$ cat config.mk
export PLATFORM = sky130hd
export DESIGN_NAME = block_mover
export DESIGN_NICKNAME = d
export VERILOG_FILES = /design/src/rtl/block_mover.sv
export SDC_FILE = /design/constraint.sdc
export NUM_CORES = 1
export LEC_CHECK = 0
export ABC_AREA = 1
export CAP_MARGIN = 20
export CORE_MARGIN = 10
export CORE_UTILIZATION = 25
export CTS_CLUSTER_DIAMETER = 200
export DETAILED_ROUTE_END_ITERATION = 8
export PLACE_DENSITY = 0.41
export SLEW_MARGIN = 20
export SYNTH_ARGS = -nofsm -noshare
export SYNTH_HDL_FRONTEND = slang
export SYNTH_SLANG_ARGS = --single-unit
$ cat constraint.sdc
create_clock -name clk -period 3.99 [get_ports clk]
set_input_delay 0.399 -clock clk [delete_from_list [all_inputs] [get_ports clk]]
set_output_delay 0.399 -clock clk [all_outputs]
set_load 0.005 [all_outputs]
$ cat src/rtl/block_mover.sv
// Moving-block controller for one stacker row: slides the block on ticks, latches
// the player's stop, trims it against the tracker's previous block and commits.
module block_mover #(
  parameter int FIELD_W    = 320,
  parameter int CELL_SHIFT = 3,
  parameter int INIT_SIZE  = 8
) (
  input  logic       clk,
  input  logic       resetn,
  input  logic       start,
  input  logic       tick,
  input  logic       stop_btn,
  input  logic [8:0] prev_block_start,
  input  logic [8:0] prev_block_end,
  input  logic [3:0] prev_block_size,
  output logic [8:0] curr_block_start,
  output logic [8:0] curr_block_end,
  output logic [3:0] curr_block_size,
  output logic       stop_true,
  output logic       intersect_true,
  output logic       game_over,
  output logic       busy
);

  localparam logic [2:0] S_IDLE   = 3'd0;
  localparam logic [2:0] S_MOVE   = 3'd1;
  localparam logic [2:0] S_EVAL   = 3'd2;
  localparam logic [2:0] S_COMMIT = 3'd3;
  localparam logic [2:0] S_OVER   = 3'd4;

  localparam logic [9:0] CELL = 10'(1 << CELL_SHIFT);
  localparam logic [9:0] LAST = 10'(FIELD_W - 1);

  logic [2:0] state;
  logic       dir_left;
  logic       hit_q;

  // 10-bit views so the +cell bound test cannot wrap
  logic [9:0] s_x, e_x, sz_px, ov_len;
  logic [8:0] ov_s, ov_e;
  logic [3:0] size_sel;
  logic       hit, fits_right, fits_left, pinned;

  assign s_x        = {1'b0, curr_block_start};
  assign e_x        = {1'b0, curr_block_end};
  assign fits_right = (e_x + CELL) <= LAST;
  assign fits_left  = s_x >= CELL;
  assign pinned     = !fits_right && !fits_left;

  assign size_sel = (prev_block_size == 4'd0) ? 4'(INIT_SIZE) : prev_block_size;
  assign sz_px    = 10'(size_sel) << CELL_SHIFT;

  assign ov_s   = (curr_block_start > prev_block_start) ? curr_block_start : prev_block_start;
  assign ov_e   = (curr_block_end < prev_block_end) ? curr_block_end : prev_block_end;
  assign hit    = (prev_block_size == 4'd0) || (ov_s <= ov_e);
  assign ov_len = {1'b0, ov_e} - {1'b0, ov_s} + 10'd1;

  always_ff @(posedge clk) begin
    if (!resetn) begin
      state            <= S_IDLE;
      dir_left         <= 1'b0;
      hit_q            <= 1'b0;
      curr_block_start <= '0;
      curr_block_end   <= '0;
      curr_block_size  <= '0;
    end else begin
      case (state)
        S_IDLE: if (start) begin
          curr_block_start <= '0;
          curr_block_end   <= 9'(sz_px - 10'd1);
          curr_block_size  <= size_sel;
          dir_left         <= 1'b0;
          state            <= S_MOVE;
        end
        S_MOVE: begin
          if (stop_btn) begin
            state <= S_EVAL;
          end else if (tick && !pinned) begin
            // bounce turns and steps back in the same tick
            if ((!dir_left && fits_right) || (dir_left && !fits_left)) begin
              curr_block_start <= 9'(s_x + CELL);
              curr_block_end   <= 9'(e_x + CELL);
              dir_left         <= 1'b0;
            end else begin
              curr_block_start <= 9'(s_x - CELL);
              curr_block_end   <= 9'(e_x - CELL);
              dir_left         <= 1'b1;
            end
          end
        end
        S_EVAL: begin
          hit_q <= hit;
          if (hit && prev_block_size != 4'd0) begin
            curr_block_start <= ov_s;
            curr_block_end   <= ov_e;
            curr_block_size  <= 4'(ov_len >> CELL_SHIFT);
          end
          state <= S_COMMIT;
        end
        S_COMMIT: state <= hit_q ? S_IDLE : S_OVER;
        S_OVER:   state <= S_OVER;
        default:  state <= S_IDLE;
      endcase
    end
  end

  assign stop_true      = (state == S_COMMIT);
  assign intersect_true = stop_true && hit_q;
  assign game_over      = (state == S_OVER);
  assign busy           = (state == S_MOVE) || (state == S_EVAL) || (state == S_COMMIT);

endmodule

Run 1, signal wires on met1:
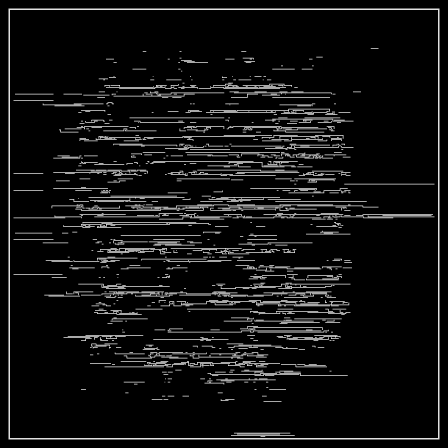
share of all routed wire: 49%
wire length on this layer: 5160 um
longest straight run: 35.4 um

Run 1, met2 routing:
Bar = 50 um.
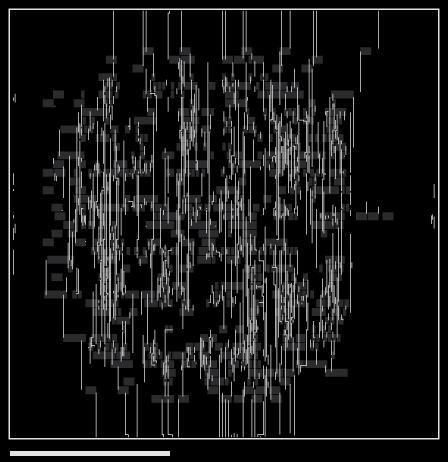
share of all routed wire: 48%
wire length on this layer: 5030 um
longest straight run: 51.7 um
main direction: vertical
via count: 3467
Routed WL: 10.6 mm
grt met2 use: 21.1%

Run 1, M3 wires:
Bar = 50 um.
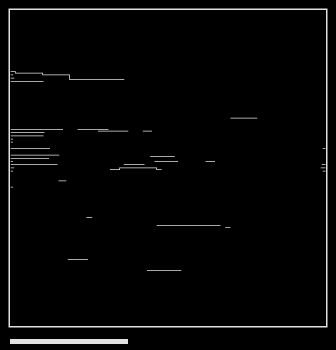
main direction: horizontal
longest straight run: 26.7 um
wire length on this layer: 349 um
nets with wire on the layer: 33
met3 GRT Util: 1.90%

## run 1: worst min-delay path by stage
stage | from | end | slack [ns] | depth (start not counted)
4_1_cts | curr_block_size[0] | curr_block_size[0] | 0.48 | 2
3_5_place_dp | curr_block_size[0] | curr_block_size[0] | 0.46 | 2
5_1_grt | curr_block_size[0] | curr_block_size[0] | 0.50 | 2
2_1_floorplan | curr_block_size[1] | curr_block_size[1] | 0.46 | 2
6_report | curr_block_size[0] | curr_block_size[0] | 0.48 | 2
3_3_place_gp | curr_block_size[0] | curr_block_size[0] | 0.47 | 2
## run 1: worst max-delay path, cell delays in order
cell and delay [ns]:
clkdlybuf4s50_1 0.46, inv_1 0.05, ha_1 0.30, a21o_1 0.19
nor2_2 0.15, nand3_2 0.09, buf_4 0.17, o21ai_0 0.34
ha_1 0.32, nand2_1 0.13, a21oi_1 0.05, nor2_1 0.11
nand3_1 0.09, nand2_1 0.08, nand2_1 0.06, nand2_1 0.19
nand4_4 0.13, buf_4 0.20, nor2_1 0.12, nor2_1 0.05
## run 1: layer usage
| layer | part of all wire, % | wire, um |
|---|---|---|
| met5 | 0 | 0 |
| met4 | 0.43 | 46 |
| met3 | 3.3 | 348 |
| met2 | 48 | 5030 |
| met1 | 49 | 5160 |
## run 1: final cells by class
cell class | count | area share [%]
multi-input cells | 411 | 55.1
repair buffers | 82 | 17.8
flip-flops and latches | 27 | 12.9
inverters | 79 | 7.09
well taps | 172 | 5.15
clock buffers | 4 | 1.89
## run 1: flip-flops by register name (all words and copies together), names as in the netlist
name / count
curr_block_end: 9
curr_block_size: 4
curr_block_start: 9
dir_left: 1
hit_q: 1
state: 3
## run 1: where the power goes
| part | switching, uW | internal (uW) |
|---|---|---|
| Sequential | 65.4 | 324 |
| Clock | 110 | 138 |
| Combinational | 832 | 647 |
## run 1: cells in the mapped netlist, drive strengths merged
cell type / n
nand2: 150
inv: 79
nor2: 67
nand3: 51
ha: 41
dfxtp: 27
o21ai: 26
a21oi: 23
buf: 12
nor3: 9
xor2: 9
xnor2: 7
nand4: 6
o211ai: 4
or2: 4
nand3b: 3
a21o: 2
and2: 2
clkbuf: 2
a22oi: 1
nor3b: 1
nor4: 1
o21a: 1
o21bai: 1
o22ai: 1
o31ai: 1
## run 1: kinds of logic after synthesis
family	synth area share, %
AND/OR/NAND/NOR	40.4
flip-flops	16.7
AND-OR/OR-AND	10.2
buffers and inverters	12.6
XOR/XNOR	4.32
adder cells (fa/ha/maj)	15.8
## run 1: stage by stage
step	utilization, %	cell area (um2)
floorplan	-	3240
global placement	32.3	4090
detailed placement	32.3	4090
CTS	32.9	4170
global route	33.0	4180
finish	33.0	4180
==> reports/qor.yml, run 1 <==
hp-class: "reg2reg"
max-cap-violations: 0
diodes: 0
finalSetupViolCount: 0
finalClockPeriodUsage_pct: 88.5
reg2reg_to: "curr_block_start[3]"
drtIter0Drc: 191
die_h_um: 134
r2r_cells: 21
end_kind: "flop"
cts_resized: 0
grt_max_degree: 22
critPathLaunch: "prev_block_end[8]"
nets: 672
grt-busiest-layer: "met2"
layout_setup_ws_ns: 0.460
finalNonFillerCells: 775
outcome: "completed"
h-tree-depth: 1
ys_seq_elements: 27
top_area_share_pct: 17.0
mi_logic_area_um2: 2300
p_per_area_nw_per_um2: 506
area_leaders: "nand2_1 (17%), dfxtp_1 (17%), ha_1 (16%)"
fill_cells: 1441
cts_made_buffers: 3
largest_area_cell: "nand2_1"
tightest_slew_ns: 0.816
first_pass_iters: 4
rsz0062_at_grt: "false"
drive_gt1_share_pct: 10.1
globalRouteMet1Util_pct: 15.4
clk_pin_slew_ns: 0.08
grt_pass1_vias: 3559
hold_ws_ns: 0.485
ys_seq_share_pct: 16.7
r2r_start: "curr_block_end[3]"
ios: 53
ant_nets: 0
post_cts_buffers: 0
crit_required_ns: 4.16
relSlewSlack_pct: 45.4
clock_path_buffers: 2
placed_cells: 771
root_buffer: "clkbuf_16"
worstSetupPathType: "in2reg"
syn-cell-area_um2: 3240
clk_latency_ns: 0.27
synthCells: 531
ys_area_um2: 3240
final_hold_viol_count: 0
cts.sinks: 27
place.gp.congestion: 0.825
syn_nets: 599
max_freq_ghz: 0.283
cts_hold_buf: 0
dp_hpwl_mm: 8.67
yosysUniqueCellTypes: 39
yosysCellCount: 531
row_count: 41
fp_util_pct: 25.6
die_area_um2: 17900
min_period_ns: 3.53
r2r_setup_slack_ns: 0.59
layout_top_cells: "nand2_1 (146), inv_1 (71), nor2_1 (63)"
warnings: 34
io_buffers: 52
grt.overflow.total: 0
area_growth_pct: 28.9
antenna_found_initial: 0
avgSynthCellArea_um2: 6.11
drc: 0
path_max_fanout: 10
## Run 2: what changed since run 1
- RECOVER_POWER: unset -> 50
Run 2, M3 wires:
Bar = 50 um.
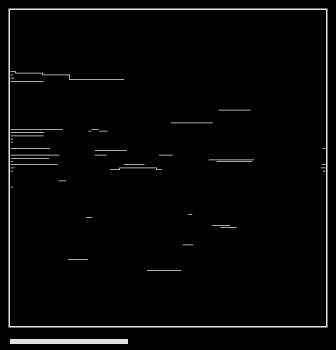
nets with wire on the layer: 38
wire length on this layer: 371 um
longest straight run: 23.0 um
Routed WL: 10.6 mm
via count: 3487

Run 2, signal wires on met1:
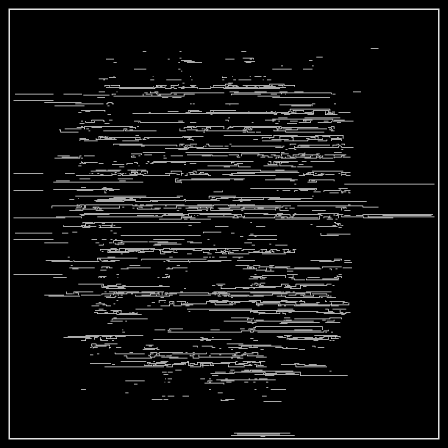
main direction: horizontal
nets with wire on the layer: 624
longest straight run: 45.1 um

==> run 2 against run 1 <==
The run now ends with capacitance limit, slew limit left. Maximum frequency fell by 0.14%. Final cell count did not move. First-iteration DRC count rose by 2.1%. Design area fell by 0.45%. Sequential power barely moved. Sequential share of layout area rose by 0.058 points. Via count rose by 0.58%. Synthesized area did not move. Core utilization fell by 0.15 points. Largest power group unchanged.
==> reports/qor.yml, run 2 <==
cpMostUsedCell: "nand2_1"
crit_required_ns: 4.16
cp_slowest_cell: "clkdlybuf4s50_1"
antenna_found_initial: 0
yosys_warnings: 0
grt_max_degree: 22
fp.dieW_um: 134
synth-async-reset-ratio_pct: 0
cp_top_family: "simple AND/OR/NAND/NOR gates"
min_period_ns: 3.53
end_kind: "flop"
layout_top_cells: "nand2_1 (146), inv_1 (72), nor2_1 (63)"
finalNonFillerCells: 775
hold_ws_ns: 0.481
startpoint_type: "input pin"
ir_worst_vdd_v: 0.000245
largestRegisters: "curr_block_end: 9 flops, curr_block_start: 9 flops, curr_block_size: 4 flops"
max-cap-violations: 1
layout.cells.most_common: "nand2_1"
grt_pass1_vias: 3559
crit_buf_inv: 4
ios: 53
h-tree-depth: 1
top_area_share_pct: 17.0
finalClockSkew_ns: 0.00352
die_h_um: 134
crit_path_max_incr_delay_ns: 0.46
via_per_inst: 4.50
ant_nets: 0
diodes: 0
finalClockPeriodUsage_pct: 88.6
grt.overflow.total: 0
row_count: 41
grt_pass1_wl_mm: 18.0
avgRoutedWirePerCell_um: 13.7
p_leak_uw: 0.00217
avgSynthCellArea_um2: 6.11
yosysCellCount: 531
worstSetupPathType: "in2reg"
drc: 0
ys_seq_share_pct: 16.7
clock_path_buffers: 2
cp.arrival_ns: 3.70
finalSetupViolCount: 0
top_cells_by_count: "nand2_1 (147), inv_1 (71), nor2_1 (63), nand3_1 (46), ha_1 (41)"
grt_use_total_pct: 12.0
tightest_slew_ns: 2.34
yosysUniqueCellTypes: 39
die_area_um2: 17900
cts.sinks: 27
place.gp.congestion: 0.825
final_hold_viol_count: 0
place_area_um2: 4090
maxSlewViolCount: 18
fp_util_pct: 25.6
area_leaders: "nand2_1 (17%), dfxtp_1 (17%), ha_1 (16%)"
io_buffers: 52
ys_area_um2: 3240
clk_pin_slew_ns: 0.08
flop_cell: "dfxtp_1"
drtIter0Drc: 195
setup_tns_ns: 0
max_freq_ghz: 0.283
nets: 672
largest_area_cell: "nand2_1"
path_max_fanout: 10
stdcell_area_um2: 4160
relSlewSlack_pct: -57.4
synthCells: 531
ys_seq_elements: 27
root_buffer: "clkbuf_16"
dp_hpwl_mm: 8.67
first_pass_iters: 4
fill_cells: 1444
outcome: "complete, but fails checks"
top_cell: "nand2_1"
core_um2: 12700
drive_gt1_share_pct: 9.45
p_per_area_nw_per_um2: 503
crit_chain: "clkdlybuf4s50_1, inv_1, ha_1, a21o_1, nor2_2, nand3_2, buf_4, o21ai_0, ha_1, nand2_1, a21oi_1, nor2_1, nand3_1, nand2_1, nand2_1, nand2_1, nand4_4, buf_4, nor2_1, nor2_1"
syn_nets: 599
edf_count: 0
cts_tree: "done"
area_growth_pct: 28.3
syn-cell-area_um2: 3240
rsz0062_at_grt: "false"
clk_latency_ns: 0.27
warnings: 34
violations: "capacitance limit, slew limit"
placed_cells: 771
cts_made_buffers: 3
hp-class: "reg2reg"
## run 2: cell counts after synthesis
Identical to the previous run, type by type.
## run 2: power breakdown
| group | internal, uW | switching, uW |
|---|---|---|
| Sequential | 324 | 62.8 |
| Clock | 138 | 112 |
| Combinational | 626 | 833 |
| Total | 1090 | 1010 |
## run 2: routing by layer
metal | wire length, um | vias to the layer above | global-route usage [%]
met5 | 0 | - | 0
met4 | 46 | 0 | 1.21
met3 | 370 | 4 | 1.90
met2 | 5040 | 59 | 21.1
met1 | 5180 | 1586 | 15.4
li1 | - | 1838 | -
## run 2: final timing paths
path	from	to	slack, ns	cells after the start
setup / recovery	prev_block_end[8]	curr_block_start[3]	0.46	20
hold reg to reg	curr_block_size[0]	curr_block_size[0]	0.48	2
setup reg to reg	curr_block_end[3]	curr_block_start[3]	0.59	21
hold / removal	curr_block_size[0]	curr_block_size[0]	0.48	2
## run 2: area by class of cell
| type | count | area, um2 | area share, % |
|---|---|---|---|
| flip-flops and latches | 27 | 541 | 13.0 |
| repair buffers | 82 | 738 | 17.7 |
| clock buffers | 4 | 78.8 | 1.89 |
| multi-input cells | 411 | 2290 | 55.1 |
| well taps | 172 | 215 | 5.17 |
| inverters | 79 | 297 | 7.13 |
## run 2: worst reg2reg max path, delay by kind of cell (launching register included)
family / cells / cell delay [ns]
fa+ha+maj: 2 / 0.63
compound gates: 2 / 0.39
buf+inv: 3 / 0.41
flops: 1 / 0.54
simple gates: 14 / 1.32
## run 2: per-stage QoR
stage | worst slack, ns | util [%] | power [uW]
floorplan | 0.826 | - | 1370
global placement | 0.0879 | 32.3 | 1880
detailed placement | 0.0481 | 32.3 | 1880
CTS | 0.330 | 32.9 | 2140
global route | 0.0310 | 32.8 | 2340
finish | 0.455 | 32.8 | 2090
## run 2: kinds of logic (layout without fill, tap and decap cells)
kind of cell | after synthesis | count (layout) | share of synthesized area [%]
AND/OR/NAND/NOR | 294 | 294 | 40.4
AND-OR/OR-AND | 60 | 60 | 10.2
XOR/XNOR | 16 | 16 | 4.32
adder cells (fa/ha/maj) | 41 | 41 | 15.8
flip-flops | 27 | 27 | 16.7
buffers and inverters | 93 | 165 | 12.6
## run 2: timing repair
item | 4_1_cts | 5_1_grt
resized | 0 | 3
setup buffers | 0 | 0
setup endpoints to repair | 0 | 17
hold buffers | 0 | 0
## Run 3: what changed since run 2
- CAP_MARGIN: 20 -> unset
- SKIP_CTS_REPAIR_TIMING: unset -> 1
Run 3, zoomed window:
Bar = 5 um. Window x 23 to 43, y 90 to 110 um. Cells in gray, sequential cells in the stronger gray; small squares are vias.
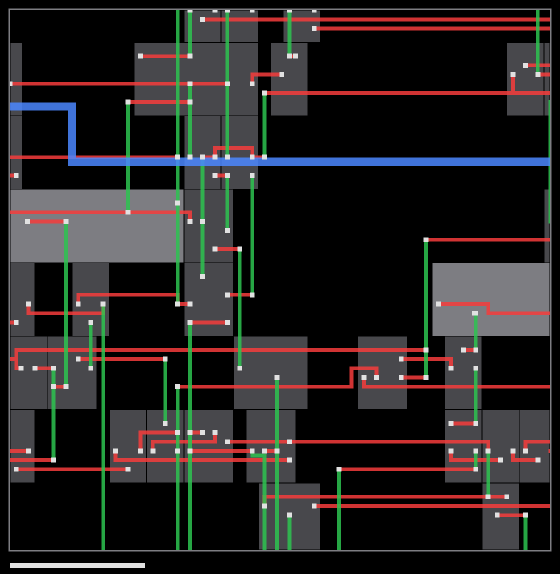
legend:
  red:
    layer: metal 1
  green:
    layer: metal 2
  blue:
    layer: metal 3
most frequent: nand2_1 (8)
netlist names of flops here include: curr_block_end (2)
cells with their middle in the window: 26
sequential cells in the window: 2

Run 3, M3 wires:
Bar = 50 um.
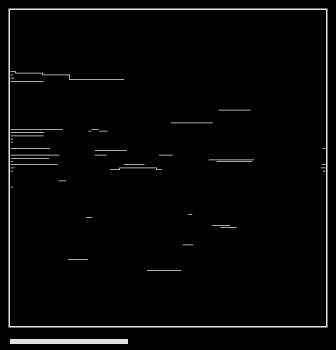
share of all routed wire: 3.5%
nets with wire on the layer: 38

==> run 3 against run 2 <==
The flow still finishes with violations (capacitance limit, slew limit). Die size is the same. Critical path depth is the same. Sequential share of layout area is the same. Count of clock-buffer cells in the layout is the same. Routed wire length is the same. Combinational power is essentially flat. Clock skew is the same. Core utilization is the same. Global-route usage is the same. Setup slack is the same. Maximum frequency is the same. Critical path type unchanged.
==> reports/qor.yml, run 3 <==
total_power_uw: 2090
fp_util_pct: 25.6
cts_made_buffers: 3
core_um2: 12700
grt.overflow.total: 0
largestRegisters: "curr_block_end: 9 flops, curr_block_start: 9 flops, curr_block_size: 4 flops"
antenna_found_initial: 0
wl_met2_mm: 5.04
r2r_setup_slack_ns: 0.59
whs_endpoint: "curr_block_size[0]"
diodes: 0
wl_mm: 10.6
place.gp.congestion: 0.825
final_hold_viol_count: 0
finalClockSkew_ns: 0.00352
ios: 53
cts.sinks: 27
p_per_area_nw_per_um2: 503
setup_tns_ns: 0
via_per_inst: 4.50
grt_max_degree: 22
vias: 3487
top_area_share_pct: 17.0
edf_count: 0
top_cells_by_count: "nand2_1 (147), inv_1 (71), nor2_1 (63), nand3_1 (46), ha_1 (41)"
fp.dieW_um: 134
ys_seq_elements: 27
area_growth_pct: 28.3
r2r_start: "curr_block_end[3]"
first_pass_iters: 4
final_util_pct: 32.8
path_max_fanout: 10
wl_met3_um: 370
end_kind: "flop"
yosysUniqueCellTypes: 39
hp-start: "curr_block_size[0]"
dp_hpwl_mm: 8.67
avgSynthCellArea_um2: 6.11
grt_pass1_vias: 3559
h-tree-depth: 1
row_count: 41
ys_seq_share_pct: 16.7
outcome: "complete, but fails checks"
yosysCellCount: 531
hold_depth: 2
cp.arrival_ns: 3.70
grt_pass1_wl_mm: 18.0
syn_nets: 599
root_buffer: "clkbuf_16"
violations: "capacitance limit, slew limit"
final-seq-area_um2: 541
synthCells: 531
rsz0062_at_grt: "false"
clk_pin_slew_ns: 0.08
worstSetupPathType: "in2reg"
wl_met1_mm: 5.18
reg2reg_to: "curr_block_start[3]"
highest_layer: "met4"
tightest_slew_ns: 2.34
layout_top_cells: "nand2_1 (146), inv_1 (72), nor2_1 (63)"
clk_latency_ns: 0.27
p_leak_uw: 0.00217
area_leaders: "nand2_1 (17%), dfxtp_1 (17%), ha_1 (16%)"
die_h_um: 134
top_cell: "nand2_1"
r2r_cells: 21
warnings: 34
crit_required_ns: 4.16
avgRoutedWirePerCell_um: 13.7
hp-class: "reg2reg"
relSlewSlack_pct: -57.4
cts_tree: "done"
max-cap-violations: 1
layout.cells.most_common: "nand2_1"
largest_area_cell: "nand2_1"
synth-async-reset-ratio_pct: 0
finalSetupViolCount: 0
min_period_ns: 3.53
nets: 672
drtIter0Drc: 195
ir_worst_vdd_v: 0.000245
ant_nets: 0
finalClockPeriodUsage_pct: 88.6
die_area_um2: 17900
clock_path_buffers: 2
flop_cell: "dfxtp_1"
fill_cells: 1444
startpoint_type: "input pin"
yosys_warnings: 0
io_buffers: 52
drc: 0
ys_area_um2: 3240
maxSlewViolCount: 18
max_freq_ghz: 0.283
mi_logic_area_um2: 2290
grt_use_total_pct: 12.0
syn-cell-area_um2: 3240
drive_gt1_share_pct: 9.45
[run 3: cell counts after synthesis]
No cell type changed its count.
[run 3: where the power goes]
group          switching (uW)  internal, uW  total (uW)
logic                     833           626        1460
registers                62.8           324         386
clock network             112           138         249
[run 3: how the worst max path moves through the flow]
stage | from | end | cells after the start
after CTS | prev_block_start[8] | curr_block_size[1] | 22
after global placement | prev_block_start[4] | curr_block_size[1] | 22
after global routing | prev_block_end[8] | curr_block_size[3] | 26
final | prev_block_end[8] | curr_block_start[3] | 20
after floorplan | prev_block_start[6] | curr_block_size[1] | 22
after detailed placement | prev_block_start[8] | curr_block_size[1] | 22
[run 3: layer usage]
metal | vias to the layer above | GRT usage [%]
met4 | 0 | 1.21
met5 | - | 0
met3 | 4 | 1.90
met2 | 59 | 21.1
li1 | 1838 | -
met1 | 1586 | 15.4
[run 3: through the flow]
stage	hold slack [ns]	setup WS [ns]	cells	cell area [um2]
2_1_floorplan	0.460	0.826	531	3240
3_3_place_gp	0.465	0.0879	771	4090
3_5_place_dp	0.463	0.0481	771	4090
4_1_cts	0.481	0.330	775	4170
5_1_grt	0.499	0.0310	775	4160
6_report	0.481	0.455	775	4160
[run 3: cell families after synthesis]
logic type	Yosys count	synth area share, %
AND/OR/NAND/NOR	294	40.4
buffers and inverters	93	12.6
AND-OR/OR-AND	60	10.2
adder cells (fa/ha/maj)	41	15.8
flip-flops	27	16.7
XOR/XNOR	16	4.32
[run 3: final cells by class]
cell class / instances / area share [%]
Multi-Input combinational cell: 411 / 55.1
Clock buffer: 4 / 1.89
Sequential cell: 27 / 13.0
Inverter: 79 / 7.13
Tap cell: 172 / 5.17
Timing Repair Buffer: 82 / 17.7
[run 3: critical path, stage by stage]
cell             delay (ns)
clkdlybuf4s50_1        0.46
inv_1                  0.05
ha_1                   0.30
a21o_1                 0.19
nor2_2                 0.15
nand3_2                0.09
buf_4                  0.17
o21ai_0                0.34
ha_1                   0.32
nand2_1                0.13
a21oi_1                0.05
nor2_1                 0.11
nand3_1                0.09
nand2_1                0.08
nand2_1                0.06
nand2_1                0.19
nand4_4                0.13
buf_4                  0.20
nor2_1                 0.12
nor2_1                 0.05
Power figures rest on the tool's default switching activity, not on a simulated workload.
